[src/rtl/lc3b_types.sv]
// Shared lc3b types: opcodes, decode ROM control word, register index and issue FSM states.
// No logic; imported by the issue stage and its counter bank.
// Control word field order matches the decode ROM output bus.
package lc3b_types;

  typedef logic [2:0] lc3b_reg;

  localparam lc3b_reg R7 = 3'd7;

  typedef enum logic [3:0] {
    op_br   = 4'b0000,
    op_add  = 4'b0001,
    op_ldb  = 4'b0010,
    op_stb  = 4'b0011,
    op_jsr  = 4'b0100,
    op_and  = 4'b0101,
    op_ldr  = 4'b0110,
    op_str  = 4'b0111,
    op_rti  = 4'b1000,
    op_not  = 4'b1001,
    op_ldi  = 4'b1010,
    op_sti  = 4'b1011,
    op_jmp  = 4'b1100,
    op_shf  = 4'b1101,
    op_lea  = 4'b1110,
    op_trap = 4'b1111
  } lc3b_opcode;

  typedef enum logic [1:0] {
    alu_add  = 2'b00,
    alu_and  = 2'b01,
    alu_not  = 2'b10,
    alu_pass = 2'b11
  } lc3b_aluop;

  typedef struct packed {
    lc3b_opcode opcode;
    lc3b_aluop  aluop;
    logic       uses_sr1;
    logic       instrsr1_mux_sel;
    logic       uses_sr2;
    logic       sr2_mux_sel;
    logic       load_regfile;
    logic       dest_mux_sel;
    logic       load_cc;
    logic       branch;
    logic       mem_read;
    logic       mem_write;
  } lc3b_control;

  typedef enum logic {
    RUN     = 1'b0,
    BR_WAIT = 1'b1
  } issue_state_t;

  // Branch instructions are the only consumers of the condition codes.
  function automatic logic reads_cc(input lc3b_control c);
    return c.opcode == op_br;
  endfunction

endpackage

[src/rtl/pending_counter_bank.sv]
// Bank of N saturating-free pending-writer counters, one increment and one decrement port.
// Counters update one cycle after inc/dec; status vectors are straight from the registers.
// No backpressure: the owner must never increment a counter that reports at_max.
module pending_counter_bank
  import lc3b_types::*;
#(
  parameter int N     = 8,
  parameter int CNT_W = 2,
  localparam int IDX_W = (N > 1) ? $clog2(N) : 1
) (
  input  logic             clk,
  input  logic             reset,
  input  logic             inc_i,
  input  logic [IDX_W-1:0] inc_idx_i,
  input  logic             dec_i,
  input  logic [IDX_W-1:0] dec_idx_i,
  output logic [N-1:0]     nonzero_o,
  output logic [N-1:0]     at_max_o
);

  logic [CNT_W-1:0] cnt_q [N];
  logic [CNT_W-1:0] cnt_d [N];
  logic [N-1:0]     inc_hit;
  logic [N-1:0]     dec_hit;

  // Decode the ports per entry; a decrement of an empty counter is dropped.
  always_comb begin
    for (int i = 0; i < N; i++) begin
      inc_hit[i] = inc_i && (inc_idx_i == IDX_W'(i));
      dec_hit[i] = dec_i && (dec_idx_i == IDX_W'(i)) && (cnt_q[i] != '0);
    end
  end

  // Next count: increment and decrement of the same entry cancel out.
  always_comb begin
    for (int i = 0; i < N; i++) begin
      cnt_d[i] = cnt_q[i];
      if (inc_hit[i] && !dec_hit[i]) begin
        cnt_d[i] = cnt_q[i] + CNT_W'(1);
      end else if (!inc_hit[i] && dec_hit[i]) begin
        cnt_d[i] = cnt_q[i] - CNT_W'(1);
      end
    end
  end

  // Counter registers, cleared by synchronous reset.
  always_ff @(posedge clk) begin
    for (int i = 0; i < N; i++) begin
      if (reset) begin
        cnt_q[i] <= '0;
      end else begin
        cnt_q[i] <= cnt_d[i];
      end
    end
  end

  // A retirement must always match an earlier issue; an empty counter means lost tracking.
  always_ff @(posedge clk) begin
    if (!reset) begin
      for (int i = 0; i < N; i++) begin
        assert (!(dec_i && (dec_idx_i == IDX_W'(i)) && (cnt_q[i] == '0)));
      end
    end
  end

  // Status vectors feeding the hazard compare.
  always_comb begin
    for (int i = 0; i < N; i++) begin
      nonzero_o[i] = (cnt_q[i] != '0);
      at_max_o[i]  = (cnt_q[i] == {CNT_W{1'b1}});
    end
  end

endmodule

[src/rtl/issue_scoreboard.sv]
// Decode-to-EX issue stage: RAW/CC hazard check, issue register, branch hold FSM.
// Latency: accepted decode word appears in the issue register the next cycle.
// Backpressure: dec_ready drops on hazard, full issue register without ex_ready, or branch wait.
module issue_scoreboard
  import lc3b_types::*;
#(
  parameter int CNT_W = 2
) (
  input  logic        clk,
  input  logic        reset,
  input  logic        dec_valid,
  input  lc3b_control dec_ctrl,
  input  logic [2:0]  dec_sr1,
  input  logic [2:0]  dec_sr2,
  input  logic [2:0]  dec_dest,
  output logic        dec_ready,
  output logic        issue_valid,
  output lc3b_control issue_ctrl,
  output logic [2:0]  issue_dest,
  input  logic        ex_ready,
  input  logic        wb_valid,
  input  logic        wb_load_regfile,
  input  logic [2:0]  wb_dest,
  input  logic        wb_load_cc,
  input  logic        branch_resolved,
  output logic        fetch_hold
);

  issue_state_t state_q, state_d;

  logic        issue_valid_q;
  lc3b_control issue_ctrl_q;
  lc3b_reg     issue_dest_q;

  logic [7:0]  reg_busy;
  logic [7:0]  reg_full;
  logic [0:0]  cc_busy;
  logic [0:0]  cc_full;

  logic        rd1, rd2, readcc, writer, hazard, out_free;
  lc3b_reg     dest_eff;

  assign rd1      = dec_ctrl.uses_sr1 | dec_ctrl.instrsr1_mux_sel;
  assign rd2      = dec_ctrl.uses_sr2 | dec_ctrl.sr2_mux_sel;
  assign readcc   = reads_cc(dec_ctrl);
  assign writer   = dec_ctrl.load_regfile;
  assign dest_eff = dec_ctrl.dest_mux_sel ? R7 : dec_dest;

  // Retirements only affect the counters at the clock edge, so a WB in cycle N unblocks N+1.
  assign hazard = (rd1 & reg_busy[dec_sr1])
                | (rd2 & reg_busy[dec_sr2])
                | (readcc & cc_busy[0])
                | (writer & reg_full[dest_eff])
                | (dec_ctrl.load_cc & cc_full[0]);

  assign out_free = ~issue_valid_q | ex_ready;

  pending_counter_bank #(
    .N     (8),
    .CNT_W (CNT_W)
  ) u_reg_cnt (
    .clk       (clk),
    .reset     (reset),
    .inc_i     (dec_ready & writer),
    .inc_idx_i (dest_eff),
    .dec_i     (wb_valid & wb_load_regfile),
    .dec_idx_i (wb_dest),
    .nonzero_o (reg_busy),
    .at_max_o  (reg_full)
  );

  pending_counter_bank #(
    .N     (1),
    .CNT_W (CNT_W)
  ) u_cc_cnt (
    .clk       (clk),
    .reset     (reset),
    .inc_i     (dec_ready & dec_ctrl.load_cc),
    .inc_idx_i (1'b0),
    .dec_i     (wb_valid & wb_load_cc),
    .dec_idx_i (1'b0),
    .nonzero_o (cc_busy),
    .at_max_o  (cc_full)
  );

  // Branch FSM state register.
  always_ff @(posedge clk) begin
    if (reset) begin
      state_q <= RUN;
    end else begin
      state_q <= state_d;
    end
  end

  // Accept/hold decisions and branch FSM transitions.
  always_comb begin
    state_d    = state_q;
    dec_ready  = 1'b0;
    fetch_hold = 1'b0;
    case (state_q)
      RUN: begin
        dec_ready  = dec_valid & out_free & ~hazard;
        fetch_hold = dec_valid & ~dec_ready;
        if (dec_ready && dec_ctrl.branch) begin
          state_d = BR_WAIT;
        end
      end
      BR_WAIT: begin
        fetch_hold = 1'b1;
        if (branch_resolved) begin
          state_d = RUN;
        end
      end
      default: state_d = RUN;
    endcase
  end

  // Issue register: load on accept, drain when EX takes it with nothing new behind.
  always_ff @(posedge clk) begin
    if (reset) begin
      issue_valid_q <= 1'b0;
      issue_ctrl_q  <= '0;
      issue_dest_q  <= '0;
    end else if (dec_ready) begin
      issue_valid_q <= 1'b1;
      issue_ctrl_q  <= dec_ctrl;
      issue_dest_q  <= dest_eff;
    end else if (ex_ready) begin
      issue_valid_q <= 1'b0;
    end
  end

  assign issue_valid = issue_valid_q;
  assign issue_ctrl  = issue_ctrl_q;
  assign issue_dest  = issue_dest_q;

endmodule

[config.mk]
export PLATFORM = sky130hd
export DESIGN_NAME = issue_scoreboard
export DESIGN_NICKNAME = d
export VERILOG_FILES = /design/src/rtl/lc3b_types.sv /design/src/rtl/pending_counter_bank.sv /design/src/rtl/issue_scoreboard.sv
export SDC_FILE = /design/constraint.sdc
export NUM_CORES = 1
export LEC_CHECK = 0
export ABC_AREA = 1
export CELL_PAD_IN_SITES_DETAIL_PLACEMENT = 0
export CELL_PAD_IN_SITES_GLOBAL_PLACEMENT = 2
export CORE_MARGIN = 4
export CORE_UTILIZATION = 24
export DETAILED_ROUTE_END_ITERATION = 6
export GPL_ROUTABILITY_DRIVEN = 0
export PLACE_DENSITY = 0.88
export SETUP_SLACK_MARGIN = 0.3
export SYNTH_ARGS = -nofsm -noshare
export SYNTH_HDL_FRONTEND = slang
export SYNTH_SLANG_ARGS = --single-unit
[constraint.sdc]
create_clock -name clk -period 2.2 [get_ports clk]
set_clock_uncertainty 0.2 [all_clocks]
set_input_delay 0.44 -clock clk [delete_from_list [all_inputs] [get_ports clk]]
set_output_delay 0.44 -clock clk [all_outputs]
set_load 0.02 [all_outputs]
hierarchy.png
(4 px per micron)
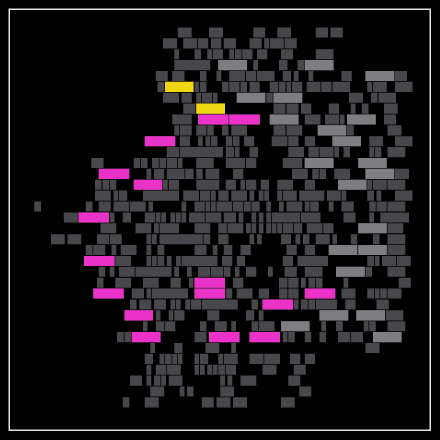
Key: yellow = u_cc_cnt [sequential cells 2]; magenta = u_reg_cnt [sequential cells 16]
Another 21 sequential cells are not coloured.
utilization of the core after routing: 0.4422
final std cells w/o fill: 568
area of the die: 11,000 sq um

metal_stack.png
(4 px per micron) Only two layers are drawn.
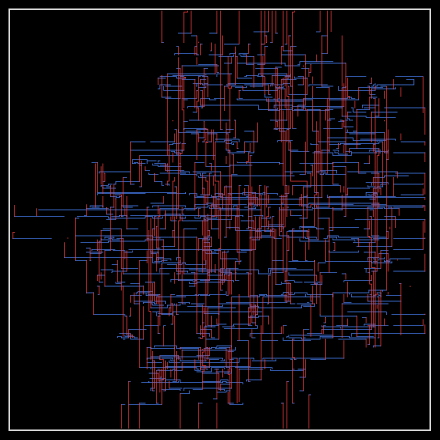
Key: blue = met1 [wire length 3,280 microns]; red = met2 [wire length 3,260 microns]
overall global routing resource usage: 0.1267
routed wire length: 6.952 mm
detailed-route wire length per cell: 12.24 microns

met3.png
(4 px per micron)
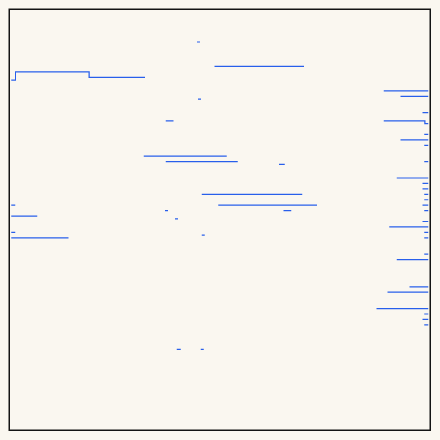
38 nets have wire on it. The layer carries 276 microns of wire. The longest straight run is 24.8 microns. The layer holds 4.0% of the routed length.
GR Layer Usage met3: 0.02779
total number of vias: 2,529

final_placement.png
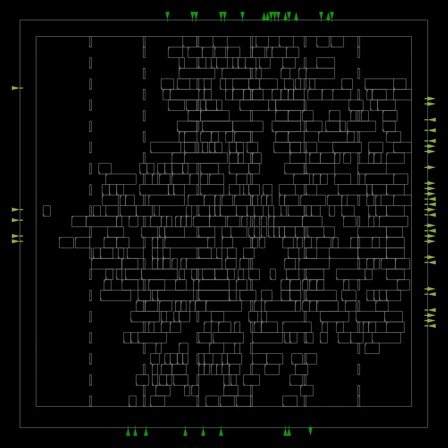
total number of sequential cells: 39
tally of filler cells in the layout: 928

registers.png
(6 px per micron)
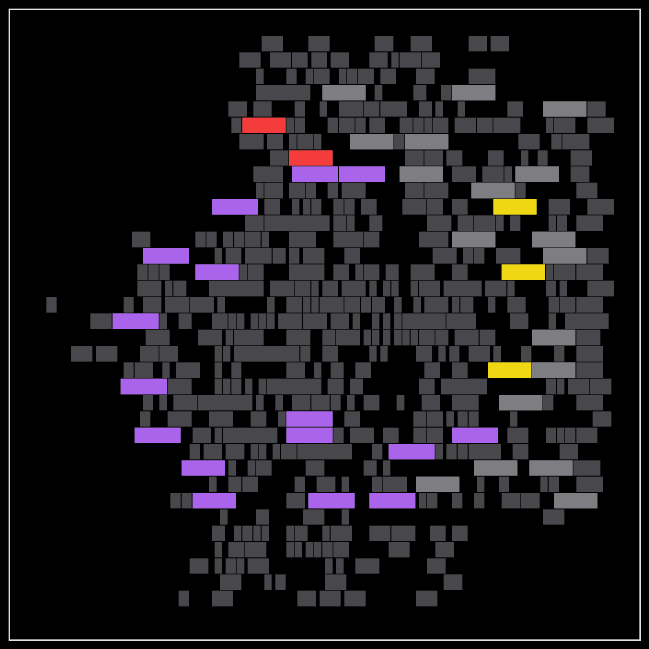
Key: red = u_cc_cnt.cnt_q [sequential cells 2]; purple = u_reg_cnt.cnt_q [sequential cells 16]; yellow = issue_dest [sequential cells 3]
Another 18 sequential cells are not coloured.
Seq power: 774 uW
area used by sequential logic in the layout: 797.0 sq um
register fraction of the total cell area: 0.1960

==> metrics.yaml <==
max_cap_viol_count: 0
synthDominantAreaCellType: "dfxtp_1"
ys_seq_frac: 0.3465
post_synth_instance_area_sq_um: 2253
cts.sinks: 39
warning_count: 29
worstPathCellList: "clkdlybuf4s50_1 > nand3b_1 > nand3_2 > nand2_4 > nor2_8 > buf_6 > nand3_4 > nor2_4 > ha_4 > a21oi_2 > o21ai_2 > o21ai_1 > a21oi_1"
antenna_violating_nets_post_route: 0
placement.io_buffers: 57
synth_stat.cells: 328
drv_slew: 0
synth.top_cells.by_count: "64 x nand2_1, 46 x nor2_1, 39 x dfxtp_1, 33 x o21ai_0, 31 x inv_1"
post-route-drc-count: 0
post_synth_main_logic_family: "simple AND/OR/NAND/NOR gates"
setup.worst_path.end_class: "flip-flop"
place_area_sq_um: 3402
worst_skew_pair.late_latency_ns: 0.29
max-vdd-ir-drop_mv: 0.2945
ys_seq_elements: 39
static-leakage-power_nw: 1.934
ys_warn_count: 0
area_leaders: "dfxtp_1 35%, nand2_1 11%, nor2_1 7.7%"
htree_levels: 2
most_common_flop_cell_mapped_by_yosys: "dfxtp_1"
critPathArrivalTime_ns: 2.43
drtIter0Drc: 118
failing_checks: "negative setup slack"
dp_slack_ns: -1.012
syn_area_per_cell_sq_um: 6.870
final_design_area_no_fill_sq_um: 4066
cts-buffers-inserted: 5
ys_area_sq_um: 2253
grt.overflow.total: 0
vias_in_the_first_global_route: 2422
final_hold_slack_ns: 0.2822
die_width_microns: 104.9
row_cnt: 35
synth-adder-area-share: 0.04997
enable_flop_cells: 0
synthArstFlopShare: 0
initial_antenna_violation_count: 0
synth.cellmix.simpleShare: 0.3409
max_freq_mhz: 409.5
share_of_cells_above_drive_strength_1: 0.4311
max_slew.worst_pin.slew_ns: 0.3701
areaGrowthSynthToFinish_pct: 80.46
power_density_nw_per_um2: 511.4
root_buffer: "clkbuf_8"
vias_per_cell: 4.452
timing.critical_path.slowest_stage_cell: "clkdlybuf4s50_1"
finalClockPeriodUsage: 1.110
slowest_delay_ns: 0.43
worst_setup_hold_path_clk_slew_ns: 0.08
yosys.area_share.aoi: 0.1621
layout_top_cell: "buf_4"
dpl.hpwl_mm: 5.053
dpl.cell_count: 547
period_minus_slack_ns: 2.442
fin_setup_tns_ns: -2.201
worstSetupStartpointType: "input port"
worst_slew_margin_rel: 0.7533
final_net_count: 501
xors_xnors_by_area: 0.01166
design_power_total_mw: 2.080
grt_pass1_wl_mm: 11.47
final-setup-viol-count: 18
yosysTopAreaCellShare: 0.3465
synth.net_count: 373
final_hold_viol_count: 0
placeableCoreArea_sq_um: 9196
critPathKind: "input port to flip-flop"
critPathRequiredTime_ns: 2.18
fp-utilization: 0.2450
postCtsHoldBufs: 0
layout_top_cells_excl_fill_tap: "56 x buf_4, 48 x nand2_1, 33 x nor2_1"
setup_slack_ns: -0.2422
setup_repair_after_global_routing_missed_its_margin: "true"
run_status: "complete, but fails checks"
grt_start_max_net_pins: 32
first_pass_iters: 4
post_synth_mux_area_share: 0
path_buffers: 2
clock_tree.buffer_depth: 2
num_antenna_cells: 0
chip_height_microns: 104.9
yosys.cell_count.top_type: "nand2_1"
min_path_type: "flip-flop to flip-flop"
critical_path.top_delay_family: "simple AND/OR/NAND/NOR gates"
floorplan.io_pins: 58
critPathMaxFanout: 6
tritoncts: "built"
post_synth_inst_count: 328
post_synth_num_cell_types: 27
==> cell type report <==
cell class / instances / area, sq um / area share
sequential: 39 / 797.0 / 0.1960
inverter: 33 / 131.4 / 0.03231
tap: 111 / 138.9 / 0.03415
clock inverter: 2 / 60.06 / 0.01477
clock buffer: 6 / 72.57 / 0.01785
multi-input combinational: 246 / 1664 / 0.4092
timing repair buffer: 131 / 1202 / 0.2957
==> report_power, final <==
group | total (mW) | internal (mW) | leakage (nW) | switching, mW
combinational | 0.595 | 0.282 | 1.54 | 0.313
sequential | 0.774 | 0.751 | 0.324 | 0.0226
clock | 0.710 | 0.454 | 0.0654 | 0.257
==> routing by layer <==
metal  vias to the layer above  track usage  routed length, microns  part of all wire
met3                        13      0.02779                     275             0.040
li1                       1339            -                       -                 -
met2                        49       0.2026                    3263              0.47
met1                      1128       0.1718                    3284              0.47
met5                         -            0                       0                 0
met4                         0      0.03468                     129             0.019
==> path summary, 6_finish.rpt <==
kind | cells after the start | endpoint | slack, ns | start
max | 13 | u_reg_cnt.cnt_q[0][5]$_SDFFE_PP0P_ | -0.24 | dec_sr1[2]
min | 2 | issue_ctrl[2]$_SDFFE_PP0N_ | 0.28 | issue_ctrl[2]$_SDFFE_PP0N_
max reg2reg | 16 | u_reg_cnt.cnt_q[0][5]$_SDFFE_PP0P_ | -0.23 | u_reg_cnt.cnt_q[0][2]$_SDFFE_PP0P_
min reg2reg | 2 | issue_ctrl[2]$_SDFFE_PP0N_ | 0.28 | issue_ctrl[2]$_SDFFE_PP0N_
==> worst min-delay path: stages (launching register included) <==
cell	delay (ns)
dfxtp_1	0.33
o21ai_2	0.07
a21oi_2	0.05
==> what timing repair did <==
item	in CTS	in global routing
resized	111	79
buffers inserted	6	7
endpoints found under the setup margin	46	52
pin swaps	44	31
Power is estimated from default activity; no workload was simulated.
